run_1/layer_met4.png
Supply wires on this layer in grey.
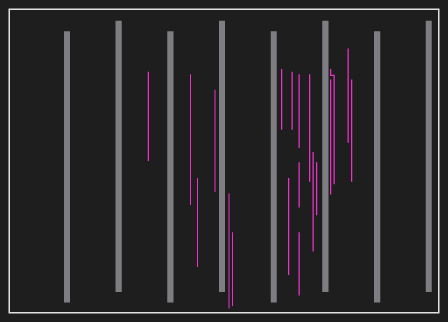
run_1/clocks.png
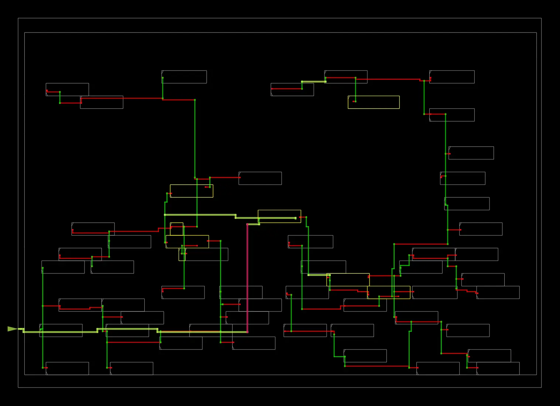
run_1/layer_met1.png
Supply wires on this layer in grey.
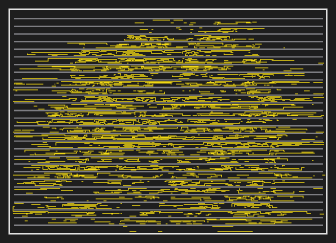
$ cat config.mk
export PLATFORM = sky130hd
export DESIGN_NAME = fetch_sequencer
export DESIGN_NICKNAME = d
export VERILOG_FILES = /design/src/rtl/fetch_sequencer.sv
export SDC_FILE = /design/constraint.sdc
export NUM_CORES = 1
export LEC_CHECK = 0
export CAP_MARGIN = 20
export CORE_ASPECT_RATIO = 0.7
export CORE_UTILIZATION = 43
export CTS_BUF_LIST = sky130_fd_sc_hd__clkbuf_16
export DETAILED_ROUTE_END_ITERATION = 12
export PLACE_DENSITY = 0.84
export SETUP_SLACK_MARGIN = 0.4
export SYNTH_ARGS = -nofsm -noshare
export SYNTH_HDL_FRONTEND = slang
export SYNTH_SLANG_ARGS = --single-unit
$ cat constraint.sdc
create_clock -name clk_i -period 2.8 [get_ports clk_i]
set_clock_uncertainty 0.2 [all_clocks]
set_input_delay 0.56 -clock clk_i [delete_from_list [all_inputs] [get_ports clk_i]]
set_output_delay 0.56 -clock clk_i [all_outputs]
set_load 0.02 [all_outputs]
$ cat src/rtl/fetch_sequencer.sv
// fetch_sequencer
// Fetches 16-bit instruction words, presents the decoded fields to decode/execute
// through a valid/ready handshake, and computes the next PC from the jump and
// branch inputs that the control decoder and datapath supply on acceptance.
//
// Ports
//   clk_i, reset_i        clock, asynchronous active-high reset
//   imem_req_o/addr_o     instruction-memory request and word address (= PC)
//   imem_ack_i/data_i     memory response; data valid only with ack
//   instr_valid_o         decoded fields are presented
//   instr_ready_i         consumer accepts the presented instruction
//   opcode_o .. imm3_o    fields of the held instruction register
//   pc_out_o              address of the presented instruction
//   jump_i, branch_i,
//   branch_taken_i,
//   jump_target_i         control/datapath inputs, sampled only on acceptance
//   halted_o              a halt (opcode 0) has been retired
//   retired_count_o       accepted instructions, saturating
//
// state  | meaning
// IDLE   | one quiet cycle after reset, no handshakes
// FETCH  | request imem at pc until ack
// ISSUE  | present instruction until accepted
// HALT   | halt retired, parked until reset
module fetch_sequencer #(
  parameter logic [15:0] RESET_PC = 16'h0000
) (
  input  logic        clk_i,
  input  logic        reset_i,
  output logic        imem_req_o,
  output logic [15:0] imem_addr_o,
  input  logic        imem_ack_i,
  input  logic [15:0] imem_data_i,
  output logic        instr_valid_o,
  input  logic        instr_ready_i,
  output logic [3:0]  opcode_o,
  output logic [2:0]  rd_o,
  output logic [2:0]  rs1_o,
  output logic [2:0]  rs2_o,
  output logic [5:0]  imm6_o,
  output logic [2:0]  imm3_o,
  output logic [15:0] pc_out_o,
  input  logic        jump_i,
  input  logic        branch_i,
  input  logic        branch_taken_i,
  input  logic [15:0] jump_target_i,
  output logic        halted_o,
  output logic [15:0] retired_count_o
);

  typedef enum logic [1:0] {
    S_IDLE  = 2'd0,
    S_FETCH = 2'd1,
    S_ISSUE = 2'd2,
    S_HALT  = 2'd3
  } state_e;

  localparam logic [3:0] OP_HALT = 4'b0000;

  state_e      state_q, state_d;
  logic [15:0] pc_q, pc_d;
  logic [15:0] ir_q, ir_d;
  logic [15:0] retired_q, retired_d;
  logic [15:0] imm3_sext;

  assign imm3_sext = {{13{ir_q[2]}}, ir_q[2:0]};

  always_ff @(posedge clk_i or posedge reset_i) begin
    if (reset_i) begin
      state_q   <= S_IDLE;
      pc_q      <= RESET_PC;
      ir_q      <= 16'h0000;
      retired_q <= 16'h0000;
    end else begin
      state_q   <= state_d;
      pc_q      <= pc_d;
      ir_q      <= ir_d;
      retired_q <= retired_d;
    end
  end

  always_comb begin
    state_d   = state_q;
    pc_d      = pc_q;
    ir_d      = ir_q;
    retired_d = retired_q;
    case (state_q)
      S_IDLE: state_d = S_FETCH;
      // ack is only meaningful here; in every other state it is ignored
      S_FETCH: begin
        if (imem_ack_i) begin
          ir_d    = imem_data_i;
          state_d = S_ISSUE;
        end
      end
      S_ISSUE: begin
        if (instr_ready_i) begin
          if (retired_q != 16'hFFFF) retired_d = retired_q + 16'd1;
          if (ir_q[15:12] == OP_HALT) begin
            // halt keeps its own PC so pc_out_o still names it
            state_d = S_HALT;
          end else begin
            state_d = S_FETCH;
            if (jump_i)                          pc_d = jump_target_i;
            else if (branch_i && branch_taken_i) pc_d = pc_q + 16'd1 + imm3_sext;
            else                                 pc_d = pc_q + 16'd1;
          end
        end
      end
      S_HALT:  state_d = S_HALT;
      default: state_d = S_IDLE;
    endcase
  end

  assign imem_req_o      = (state_q == S_FETCH);
  assign imem_addr_o     = pc_q;
  assign instr_valid_o   = (state_q == S_ISSUE);
  assign halted_o        = (state_q == S_HALT);
  assign pc_out_o        = pc_q;
  assign retired_count_o = retired_q;

  assign opcode_o = ir_q[15:12];
  assign rd_o     = ir_q[11:9];
  assign rs1_o    = ir_q[8:6];
  assign rs2_o    = ir_q[5:3];
  assign imm6_o   = ir_q[5:0];
  assign imm3_o   = ir_q[2:0];

endmodule
==> results_slide.txt, run 1 <==
Key Metrics from the Run

Final timing
  – Final number of setup-violating endpoints: 4
  – Worst-case setup margin in the final layout: -139.5 ps
  – Least-Margin Pin Slew: between 500 and 600 ps
  – Unrepaired setup endpoints after global routing: yes

Finish
  – Area share of buffers outside the clock network: 0.2894
  – Leading cell category by total area: multi-input combinational cells
  – Design Area, Final: roughly 6000 µm²
  – Fillers: 539

Hold path
  – Worst hold path stage count: 1
  – Hold EP: retired_count_o[11]
  – Worst Hold Class: flip-flop to flip-flop

Critical path
  – Slowest stage cell on the critical path: sky130_fd_sc_hd__or3_4
  – CP Data Arrival Time: 2910 ps
  – Worst flop-to-flop path startpoint: imem_addr_o[4]
  – Library cell appearing most often on the critical path: sky130_fd_sc_hd__o21ai_1

Clock tree
  – TritonCTS clock tree: done

Placed design
  – Post-Place Setup Slack: -128.4 ps
  – # port buffers: 111
  – Area post-placement: ~5000 µm²

Global routing
  – Vias in the first global route: 3654
  – Number of antenna violations at the first check in global routing: 0
  – Largest net degree at the start of global routing: slightly above 50

Floorplanning
  – Area of the die: 8905 µm²
  – Placement row count: 27

Logic synthesis
  – Xor+xnor area frac: 0.09556
  – Chip area line of the yosys report: 3666 µm²
  – Number of cells produced by synthesis: between 300 and 400
  – Post-synth top flop: sky130_fd_sc_hd__dfrtp_1
  – Cells taking the most area after synthesis: sky130_fd_sc_hd__dfrtp_1 34%, sky130_fd_sc_hd__ha_1 7.2%, sky130_fd_sc_hd__xnor2_1 6.7%
  – Area fraction in mux cells: 0.05529

Pwr
  – Leakage power figure: 2.526 nW
  – Sw Share: 0.4400

Outcome
  – Violated checks: setup timing
  – Outcome: finished, violations left

Run
  – Stage-log warning count: 33

Route
  – Total routed wire length on the met1 layer: approximately 5.4 mm
About layer_met4.png:
- wire length on this layer: 438 µm
- main direction: vertical
- longest straight run: 34.0 µm
- share of all routed wire: 3.4%
- nets with wire on the layer: 18
Via Count: 3818
final WL: 12.76 mm

About clocks.png:
Clk power: 0.706 mW
clock buffer count from CTS: 5
Insertion Delay late pin: 290 ps

About layer_met1.png:
- longest straight run: 41.4 µm
- wire length on this layer: 5410 µm
- nets with wire on the layer: 538
- main direction: horizontal
- share of all routed wire: 42%
Global Route met1 Usage: 0.3703

==> run 1 -> run 2 <==
--- a/config.mk
+++ b/config.mk
@@ -10,6 +10,7 @@
 export CORE_UTILIZATION = 43
 export CTS_BUF_LIST = sky130_fd_sc_hd__clkbuf_16
 export DETAILED_ROUTE_END_ITERATION = 12
+export HOLD_SLACK_MARGIN = 0.08
 export PLACE_DENSITY = 0.84
 export SETUP_SLACK_MARGIN = 0.4
 export SYNTH_ARGS = -nofsm -noshare
run_2/clocks.png
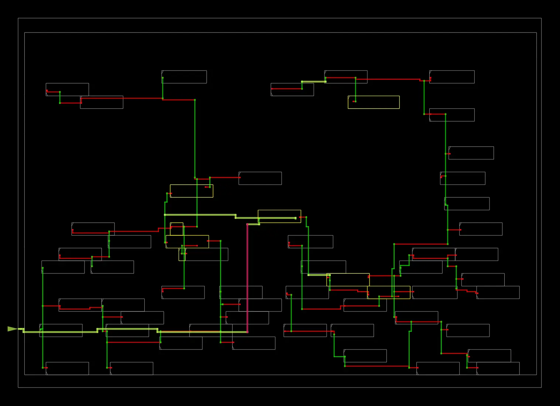
clock buffer count: 5
CTS Sinks: 50
number of flip-flops and latches: 50

==> results_slide.txt, run 2 <==
Key Metrics from the Run

Final timing
  – Unrepaired setup endpoints after global routing: yes
  – Minimum hold slack: a little over 300 ps
  – Worst-case setup margin in the final layout: -139.5 ps
  – Least-Margin Pin Slew: ~540 ps
  – Fmax: 0.3402 GHz
  – Total negative setup slack: -310.5 ps
  – Share of the clock period used by the worst path after layout: 1.050
  – Period minus WS final: between 2000 and 3000 ps
  – Number of endpoints with negative hold slack in the final report: 0
  – Final number of setup-violating endpoints: 4

Finish
  – Fillers: 539
  – Area share of buffers outside the clock network: 0.2894
  – Leading cell category by total area: multi-input combinational cells
  – Net total in the final layout: about 610
  – Portion of the layout cell area used by clock cells: 0.02818
  – Design Area, Final: 5906 µm²

Logic synthesis
  – Most instantiated cells after synthesis: 50 x sky130_fd_sc_hd__dfrtp_1, 35 x sky130_fd_sc_hd__nand2_1, 28 x sky130_fd_sc_hd__xnor2_1, 23 x sky130_fd_sc_hd__a21oi_1, 23 x sky130_fd_sc_hd__buf_4
  – Share of flip-flops with an asynchronous set or reset: 1.000
  – Adder-cell share of the synthesized area: 0.07713
  – #FFs+latches synth: 50
  – Xor+xnor area frac: 0.09556
  – Area fraction in mux cells: 0.05529
  – Share of the synthesized area in the top cell type: 0.3413
  – Chip area line of the yosys report: between 3000 and 4000 µm²
  – Number of cells produced by synthesis: 391
  – Synth Cell Area: around 3700 µm²
  – Compound-cell area share of the yosys netlist: 0.1737
  – Post-synth top flop: sky130_fd_sc_hd__dfrtp_1
  – Cells taking the most area after synthesis: sky130_fd_sc_hd__dfrtp_1 34%, sky130_fd_sc_hd__ha_1 7.2%, sky130_fd_sc_hd__xnor2_1 6.7%
  – Simple-gate portion of the synthesized area: 0.1816

Outcome
  – Outcome: finished, violations left
  – Violated checks: setup timing

Clock tree
  – Clock tree root driver cell: sky130_fd_sc_hd__clkbuf_16
  – Number of H-tree branching levels: 2
  – Insertion Delay late pin: between 200 and 300 ps
  – TritonCTS clock tree: done
  – Clock buffer count from CTS: 5

Critical path
  – Worst flop-to-flop path startpoint: imem_addr_o[4]
  – Worst path top cell family by delay: simple AND/OR/NAND/NOR gates
  – Delay of the slowest cell on the worst path: 450 ps
  – CP Data Arrival Time: 2910 ps
  – Library cell appearing most often on the critical path: sky130_fd_sc_hd__o21ai_1
  – End of the critical path: imem_addr_o[14]
  – Slowest stage cell on the critical path: sky130_fd_sc_hd__or3_4

Global routing
  – Met3 global-route usage: 0.04580
  – Largest net degree at the start of global routing: 51
  – Number of antenna violations at the first check in global routing: 0
  – Wire length of the first global-routing pass: approximately 19 mm
  – Met2 Track Usage GR: 0.4634
  – Overall Global Routing Usage: 0.2790
  – Global Route met1 Usage: 0.3703
  – Vias in the first global route: between 3000 and 4000

Placed design
  – Post-Place Setup Slack: -128.4 ps
  – Placed Cells: 615
  – Area post-placement: 5122 µm²
  – # port buffers: 111

Floorplanning
  – Core Area: ~8100 µm²
  – Total number of tap cells: around 100
  – Area of the die: 8905 µm²
  – Placement row count: 27

Pwr
  – Sw Share: 0.4400
  – Leakage power figure: 2.526 nW
  – Power Internal: 4.183 mW
  – Clk power: roughly 0.7 mW

Route
  – Number of detailed-routing iterations run before antenna repair: 5
  – Post-detailed-route wirelength per cell: 19.60 µm
  – Final WL: 12.76 mm
  – Met3 wire length: just under 1 mm
  – Total routed wire length on the met1 layer: ~5.4 mm
  – Via Count: 3818

Run
  – Stage-log warning count: 33

Hold path
  – Worst Hold Class: flip-flop to flip-flop
  – Worst hold path stage count: 1
  – Hold EP: retired_count_o[11]
  – Hold path start: retired_count_o[11]
Power and IR drop assume default switching activity.
